Routing congestion map:
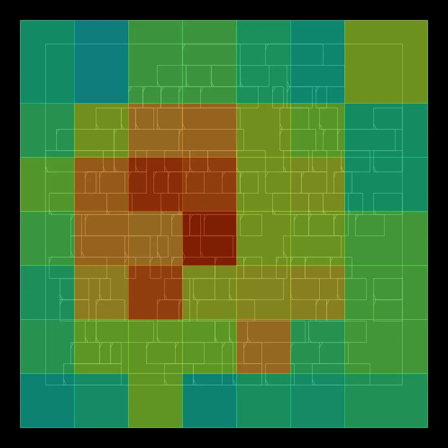
Signal wires on met1:
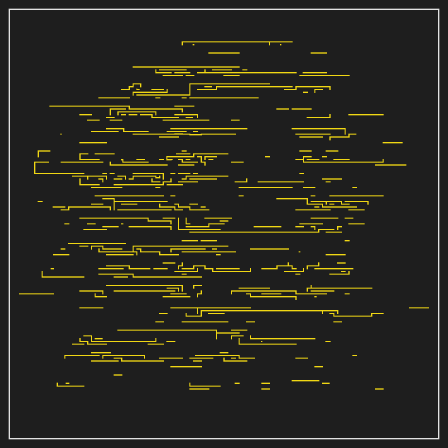
==> config.mk <==
export PLATFORM = sky130hd
export DESIGN_NAME = unique_pool_picker
export DESIGN_NICKNAME = d
export VERILOG_FILES = /design/src/rtl/unique_pool_picker.sv
export SDC_FILE = /design/constraint.sdc
export NUM_CORES = 1
export LEC_CHECK = 0
export CORE_MARGIN = 3
export CORE_UTILIZATION = 49
export CTS_CLUSTER_SIZE = 30
export DETAILED_ROUTE_END_ITERATION = 12
export HOLD_SLACK_MARGIN = 0.08
export PLACE_DENSITY = 0.78
export SYNTH_ARGS = -nofsm -noshare
export SYNTH_HDL_FRONTEND = slang
export SYNTH_SLANG_ARGS = --single-unit
==> constraint.sdc <==
create_clock -name clk -period 4.22 [get_ports clk]
set_input_delay 1.055 -clock clk [delete_from_list [all_inputs] [get_ports clk]]
set_output_delay 1.055 -clock clk [all_outputs]
set_load 0.005 [all_outputs]
==> impl_metrics.yaml <==
# synthesis and place-and-route metrics
run_status:
  status: "finished clean"
clocking:
  cts-root-buf: "clkbuf_4"
  cts.sinks: 18
  cts_tree: "built"
  clock_latency_ps: 290
  cts_hold_buf: 0
worst_setup_path:
  path_class: "in -> reg"
  slowest_stage: "clkdlybuf4s50_1"
  cp_num_buf_inv: 1
  arrival_ps: 4050
  slowest_delay_ps: 700
  r2r_slack_ps: 1550
  worstRegToRegCells: 10
  crit_chain: "clkdlybuf4s50_1, mux2_1, mux4_2, nand2b_1, ha_1, xor2_1, ha_1, a21oi_1, xor2_1, or3_1, a21oi_1"
  path_depth: 11
  crit_family: "multiplexers"
floorplan:
  io_pins: 22
  die_area_um2: 2700
  die_y_um: 52.0
  core-area_um2: 1980
  floorplanUtilization_pct: 52.3
final_timing:
  setup_violations: 0
  rsz0062_at_grt: "no"
  slew_headroom_pct: 70.9
synth:
  ys.warnings.count: 0
  top_cells_by_area: "dfxtp_1 35%, mux4_2 6.5%, mux2i_1 4.8%"
  common_cells: "18 x dfxtp_1, 9 x nand2_1, 9 x nor2_1"
  synth_top_area_share_pct: 34.8
  logic_family: "simple AND/OR/NAND/NOR gates"
  synth_adder_area_share_pct: 3.62
  syn_inst: 107
  yosys.area.top_type: "dfxtp_1"
  ys_sh_xor_pct: 2.54
  yosysUniqueCellTypes: 34
  synth_flops: 18
  ys_seq_share_pct: 34.8
  synth-async-reset-ratio_pct: 0
  synth_stat.cells: 107
power:
  maxPowerGroup: "registers"
  internal-power_uw: 224
  pwr-share-comb_pct: 12.8
  seq_cell_power_uw: 173
  leakage_uw: 0.000459
  finalPower_uw: 297
placed_design:
  place_area_um2: 1260
  dp_hpwl_um: 1720
  dpl_worst_slack_ps: 87.9
detailed_routing:
  top_layer_used: "met4"
  wire_per_inst_um: 14.6
  dr_wl_met2_um: 1150
  route.met3.wl_um: 117
  post-route-drc-count: 0
  ant_nets: 0
layout:
  final_net_count: 143
  area_growth_pct: 23.6
  fill_cells: 171
  sh_seq_area_pct: 28.2
  inv_count: 2
  dominant_cells: "logic gates"
  final_area_um2: 1280
  comb_area_share_pct: 49.9
  largest_reg_flops: 8
  layout_top_cell: "clkdlybuf4s50_1"
grt:
  antenna_found_initial: 0
  track_usage_pct: 20.0
  gr-usage-met3_pct: 3.72
worst_hold_path:
  whs_path_depth: 2
flow_run:
  warning_count: 27
Back to the opening pictures, 'routing congestion map':
M1 GR Usage: 23.1%
met2 global-route usage: 34.5%

Back to the opening pictures, 'signal wires on met1':
wire length on this layer = 925 um
nets with wire on the layer = 124
drt total wl: 2250 um
DR vias: 913

Power and IR drop assume default switching activity.
